**src/rtl/serial_parallel_if.sv**
```systemverilog
// rtl/serial_parallel_if.sv - serial link receive side bundle: bit stream in, word handshake out
interface serial_parallel_if #(
   parameter int WIDTH = 4
);
   localparam int CNT_W = $clog2(WIDTH);

   logic             clear;
   logic             shift;
   logic             serial_in;
   logic             ack;
   logic [WIDTH-1:0] data_out;
   logic             data_valid;
   logic             overrun;
   logic             busy;
   logic [CNT_W-1:0] bit_count;

   // Link/consumer side: drives strobes and ack, observes the rebuilt word.
   modport master (
      output clear, shift, serial_in, ack,
      input  data_out, data_valid, overrun, busy, bit_count
   );

   // Receiver side.
   modport slave (
      input  clear, shift, serial_in, ack,
      output data_out, data_valid, overrun, busy, bit_count
   );
endinterface

```
**src/rtl/serial_parallel.sv**
```systemverilog
// rtl/serial_parallel.sv - MSB-first serial to parallel receiver with sticky valid/ack and overrun
module serial_parallel #(
   parameter int WIDTH = 4
) (
   input logic              clk,
   input logic              stp_reset_n,
   serial_parallel_if.slave bus
);
   localparam int CNT_W = $clog2(WIDTH);
   localparam logic [CNT_W-1:0] LAST_BIT = CNT_W'(WIDTH - 1);
   localparam logic [CNT_W-1:0] ONE      = CNT_W'(1);

   typedef enum logic {
      IDLE = 1'b0,
      RECV = 1'b1
   } state_t;

   state_t           state_q,  state_d;
   logic [CNT_W-1:0] cnt_q,    cnt_d;
   logic [WIDTH-1:0] sreg_q,   sreg_d;
   logic [WIDTH-1:0] dout_q,   dout_d;
   logic             valid_q,  valid_d;
   logic             ovr_q,    ovr_d;

   logic [WIDTH-1:0] shifted;
   logic             complete;

   // The word being shifted in; also the full word on the completing edge.
   assign shifted  = {sreg_q[WIDTH-2:0], bus.serial_in};
   assign complete = bus.shift && (state_q == RECV) && (cnt_q == LAST_BIT);

   // Next-state: frame FSM, bit counter, word capture and handshake; clear wins over everything.
   always_comb begin
      state_d = state_q;
      cnt_d   = cnt_q;
      sreg_d  = sreg_q;
      dout_d  = dout_q;
      valid_d = valid_q;
      ovr_d   = ovr_q;

      if (bus.clear) begin
         state_d = IDLE;
         cnt_d   = '0;
         sreg_d  = '0;
         valid_d = 1'b0;
         ovr_d   = 1'b0;
      end else begin
         if (bus.shift) begin
            sreg_d = shifted;
            case (state_q)
               IDLE: begin
                  state_d = RECV;
                  cnt_d   = ONE;
               end
               RECV: begin
                  if (cnt_q == LAST_BIT) begin
                     state_d = IDLE;
                     cnt_d   = '0;
                  end else begin
                     cnt_d = cnt_q + ONE;
                  end
               end
               default: begin
                  state_d = IDLE;
                  cnt_d   = '0;
               end
            endcase
         end

         if (complete) begin
            // An ack on the completing edge consumes the old word, so no overrun.
            dout_d  = shifted;
            valid_d = 1'b1;
            if (valid_q && !bus.ack) begin
               ovr_d = 1'b1;
            end
         end else if (bus.ack) begin
            valid_d = 1'b0;
         end
      end
   end

   // State register; an async reset discards any partial word.
   always_ff @(posedge clk or negedge stp_reset_n) begin
      if (!stp_reset_n) begin
         state_q <= IDLE;
         cnt_q   <= '0;
         sreg_q  <= '0;
         dout_q  <= '0;
         valid_q <= 1'b0;
         ovr_q   <= 1'b0;
      end else begin
         state_q <= state_d;
         cnt_q   <= cnt_d;
         sreg_q  <= sreg_d;
         dout_q  <= dout_d;
         valid_q <= valid_d;
         ovr_q   <= ovr_d;
      end
   end

   assign bus.data_out   = dout_q;
   assign bus.data_valid = valid_q;
   assign bus.overrun    = ovr_q;
   assign bus.busy       = (state_q == RECV);
   assign bus.bit_count  = cnt_q;
endmodule

```
**src/flat_wrapper.sv**
```systemverilog
// flat-port wrapper written by rule: the top's interface ports become plain ports
module serial_parallel_flat 
#(
   parameter int WIDTH = 4
)
  (clk, stp_reset_n, bus_clear, bus_shift, bus_serial_in, bus_ack, bus_data_out, bus_data_valid, bus_overrun, bus_busy, bus_bit_count);
  serial_parallel_if #(.WIDTH(WIDTH)) bus_i ();
  input logic clk;
  input logic stp_reset_n;
  input wire logic [$bits(bus_i.clear)-1:0] bus_clear;
  input wire logic [$bits(bus_i.shift)-1:0] bus_shift;
  input wire logic [$bits(bus_i.serial_in)-1:0] bus_serial_in;
  input wire logic [$bits(bus_i.ack)-1:0] bus_ack;
  output wire logic [$bits(bus_i.data_out)-1:0] bus_data_out;
  output wire logic [$bits(bus_i.data_valid)-1:0] bus_data_valid;
  output wire logic [$bits(bus_i.overrun)-1:0] bus_overrun;
  output wire logic [$bits(bus_i.busy)-1:0] bus_busy;
  output wire logic [$bits(bus_i.bit_count)-1:0] bus_bit_count;
  assign bus_i.clear = bus_clear;
  assign bus_i.shift = bus_shift;
  assign bus_i.serial_in = bus_serial_in;
  assign bus_i.ack = bus_ack;
  assign bus_data_out = bus_i.data_out;
  assign bus_data_valid = bus_i.data_valid;
  assign bus_overrun = bus_i.overrun;
  assign bus_busy = bus_i.busy;
  assign bus_bit_count = bus_i.bit_count;
  serial_parallel #(.WIDTH(WIDTH)) u_core (.clk(clk), .stp_reset_n(stp_reset_n), .bus(bus_i));
endmodule
```
**config.mk**
```make
export PLATFORM = sky130hd
export DESIGN_NAME = serial_parallel_flat
export DESIGN_NICKNAME = d
export VERILOG_FILES = /design/src/rtl/serial_parallel_if.sv /design/src/rtl/serial_parallel.sv /design/src/flat_wrapper.sv
export SDC_FILE = /design/constraint.sdc
export NUM_CORES = 1
export LEC_CHECK = 0
export ABC_CLOCK_PERIOD_IN_PS = 1250
export CAP_MARGIN = 20
export CORE_MARGIN = 3
export CORE_UTILIZATION = 39
export DETAILED_ROUTE_END_ITERATION = 10
export PLACE_DENSITY = 0.79
export SETUP_SLACK_MARGIN = 0.15
export SLEW_MARGIN = 40
export SYNTH_ARGS = -nofsm -noshare
export SYNTH_HDL_FRONTEND = slang
export SYNTH_SLANG_ARGS = --single-unit
```
**constraint.sdc**
```tcl
create_clock -name clk -period 1.25 [get_ports clk]
set_input_delay 0.125 -clock clk [delete_from_list [all_inputs] [get_ports clk]]
set_output_delay 0.125 -clock clk [all_outputs]
set_load 0.02 [all_outputs]
```
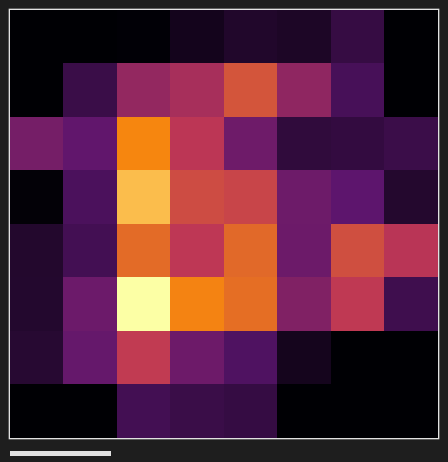
(images/wire_density.png)
The bar under the picture is 10 µm long. 8 x 8 tiles, from black (low) to pale yellow (high), scaled to the fullest tile. Values are wire area over tile area, all layers added.
The mean over all tiles is 0.088. 20% of the tiles are over half the peak. The densest ninth of the die: center. The fullest tile reaches 0.33. 22% of the tiles are nearly empty. The emptiest ninth of the die: south-east.

==> results_dict.tcl <==
# yosys + openroad results
set metrics [dict create \
    antenna_cells 0 \
    aoi_share 0.0801 \
    seq-cell-share 0.414 \
    most_common_cell "dfrtp_1" \
    ys_cells 38 \
    use_met1 0.158 \
    seq-power_w 0.000408 \
    clkbuf_count 4 \
    ys_top_cells_by_area "dfrtp_1, mux2_2, mux2i_1" \
    tightest_slew_ns 0.284 \
    edf_count 0 \
    finalSetupViolations 0 \
    top_cell_area_share 0.583 \
    seqPwrFrac 0.507 \
    num-nonclk-inverters 1 \
    grt_use_total 0.135 \
    clkSlewWorstSetupHoldPaths_ns 0.07 \
    simple_gate_share 0.124 \
    wl_per_cell_um 13.4 \
    path_cells "ha_4 > nand4b_4 > mux2_4" \
    io_pins 15 \
    comb_share 0.308 \
    drt_iter0_markers 3 \
    flop-count 12 \
    row_count 12 \
    grt_pass1_wl_mm 1.75 \
    synth_area_um2 515 \
    yosys.area_share.adder 0.0243 \
    r2r_start "u_core.bus.bit_count[0]$_DFFE_PN0P_" \
    slew_headroom 0.810 \
    clock-sinks 12 \
    clockPowerShare 0.376 \
    power-top-group "registers" \
    crit_path_top_delay_cell "dfrtp_2" \
    status "completed" \
    syn2layout_area_growth_pct 41.7 \
    tap_cells 14 \
    grt_max_degree 10 \
    comb_power_share 0.117 \
    powerDensity_mw_per_mm2 1100 \
    routed_wl_um 989 \
    route.vias.total 365 \
    fin_crit_sh 0.920 \
    hold_path_class "input port to asynchronous set/reset pin" \
    area.combinational_um2 225 \
    largestClassByArea "flip-flops and latches" \
    drc 0 \
    ys_area_um2 515 \
    ff_latch_area_um2 303 \
    drtAntennaViolNets 0 \
    ys_top_logic_family "multiplexers" \
    layout_top_cells "dfrtp_1, clkbuf_2, buf_4" \
    nMultiInputCombCells 23 \
    cts_tree "built" \
    maxCapViolCount 0 \
    hpwlAfterDp_um 764 \
    yosysUniqueCellTypes 16 \
    wl_met2_um 486 \
    power.internal_w 0.000626 \
    clk_share 0.0497 \
    r2r_slack_ns 0.1 \
    yosys.stat.seqShare 0.583 \
    die_w_um 42.4 \
    hold_viol_final 0 \
    placement.io_buffers 14 \
    ys.warnings.count 0 \
    synth_flops 12 \
    xor_area_frac 0 \
    avgViaCountPerCell 4.93 \
    cp.depth 3 \
    fp_nets 45 \
    slowest_delay_ns 0.44 \
    postSynthAreaPerCell_um2 13.6 \
    crit_start "u_core.bus.bit_count[0]$_DFFE_PN0P_" \
    power.switching_w 0.000180 \
    synth_cells 38 \
    grtUsageMet3 0.0558 \
    end_kind "register" \
    fin_crit_ns 1.15 \
    path_max_fanout 4 \
    critPathRequiredTime_ns 1.41 \
    met2_usage 0.216 \
    place_congestion 0.722 \
    clockRootBuffer "clkbuf_4" \
    p_comb_w 0.0000943 \
    topRoutingLayerUsed "met4" \
    fmax_mhz 870 \
    p_sw_frac 0.223 \
    cp_top_family "flip-flops" \
    grt_pass1_vias 385 \
    synthMuxAreaShare 0.146 \
    rsz0062_at_grt "true" \
    numCtsBuffers 3 \
    layout.nonclk_buf_frac 0.199 \
    dieArea_mm2 0.00179 \
    p_leak_nw 0.386 \
    routedLengthMet1_um 433 \
    drv_slew 0 \
    drive_gt1_frac 0.450 \
    start_kind "register" \
    synthFlopType "dfrtp_1" \
    async_flop_share 1.00 \
    fin_hold_ws_ns 0.0945 \
    nFillCells 93 \
    place_ws_ns -0.0869 \
    antenna_found_initial 0 \
    drt_pass1_iterations 3 \
    crit_arrival_ns 1.31 \
    crit_type "register to register" \
    top_cells_by_count "dfrtp_1, mux2_2, mux2i_1, nand2b_1, nor2_1" \
    r2r-end "u_core.bus.data_out[3]$_DFFE_PN0P_" \
    wl_met3_um 53 \
    ctsHoldBuffers 0 \
    endpoint "u_core.bus.data_out[3]$_DFFE_PN0P_" \
    crit_buf_inv 0 \
    fin_nets 68 \
    cts_buffer_depth 2 \
    top_area_cell "dfrtp_1" \
    clock_skew_ns 0.000375 \
    warning_count 29 \
    signal_buffers 20 \
    clk_latency_ns 0.27 \
    cts-htree-levels 1 \
    peakVddDrop_mv 0.696 \
    fin_ws_ns 0.0999 \
    final_common_cell "dfrtp_1" \
    busiest_layer "met2" \
]
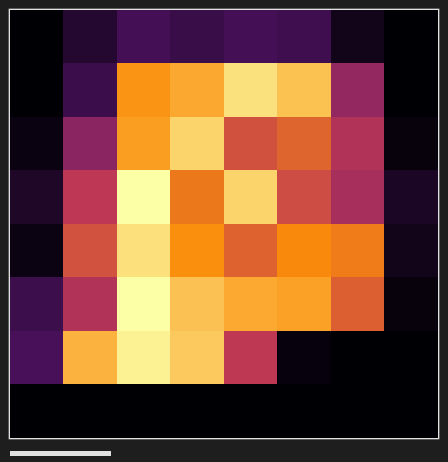
(images/density.png)
The bar under the picture is 10 µm long. 8 x 8 tiles, from black (low) to pale yellow (high), 0 to 100% covered.
27% of the tiles are nearly empty. The densest ninth of the die: center. The mean over all tiles is 40%. The fullest tile reaches 100%.
CORE AREA: 0.00117 mm²
Initial Util: 0.440
fin util: 0.624

-- metrics by stage --
step	cells	area, µm²	power, W	TNS [ns]
after floorplan	38	546	0.000461	0
after global placement	69	722	0.000510	-0.213
after detailed placement	69	722	0.000514	-0.310
after CTS	74	758	0.000818	0
after global routing	74	731	0.000847	0
final	74	731	0.000805	0
-- sequential cells by signal, indices dropped and copies added (netlist names) --
name                   count
u_core.bus.bit_count       2
u_core.bus.busy            1
u_core.bus.data_valid      1
u_core.bus.data_out        4
u_core.bus.overrun         1
u_core.sreg_q              3
-- what timing repair did --
| item | CTS | global route |
|---|---|---|
| resized | 18 | 10 |
| buffers inserted | 1 | 0 |
| pin swaps | 0 | 1 |
| endpoints found under the setup margin | 13 | 13 |
Power is estimated from default activity; no workload was simulated.
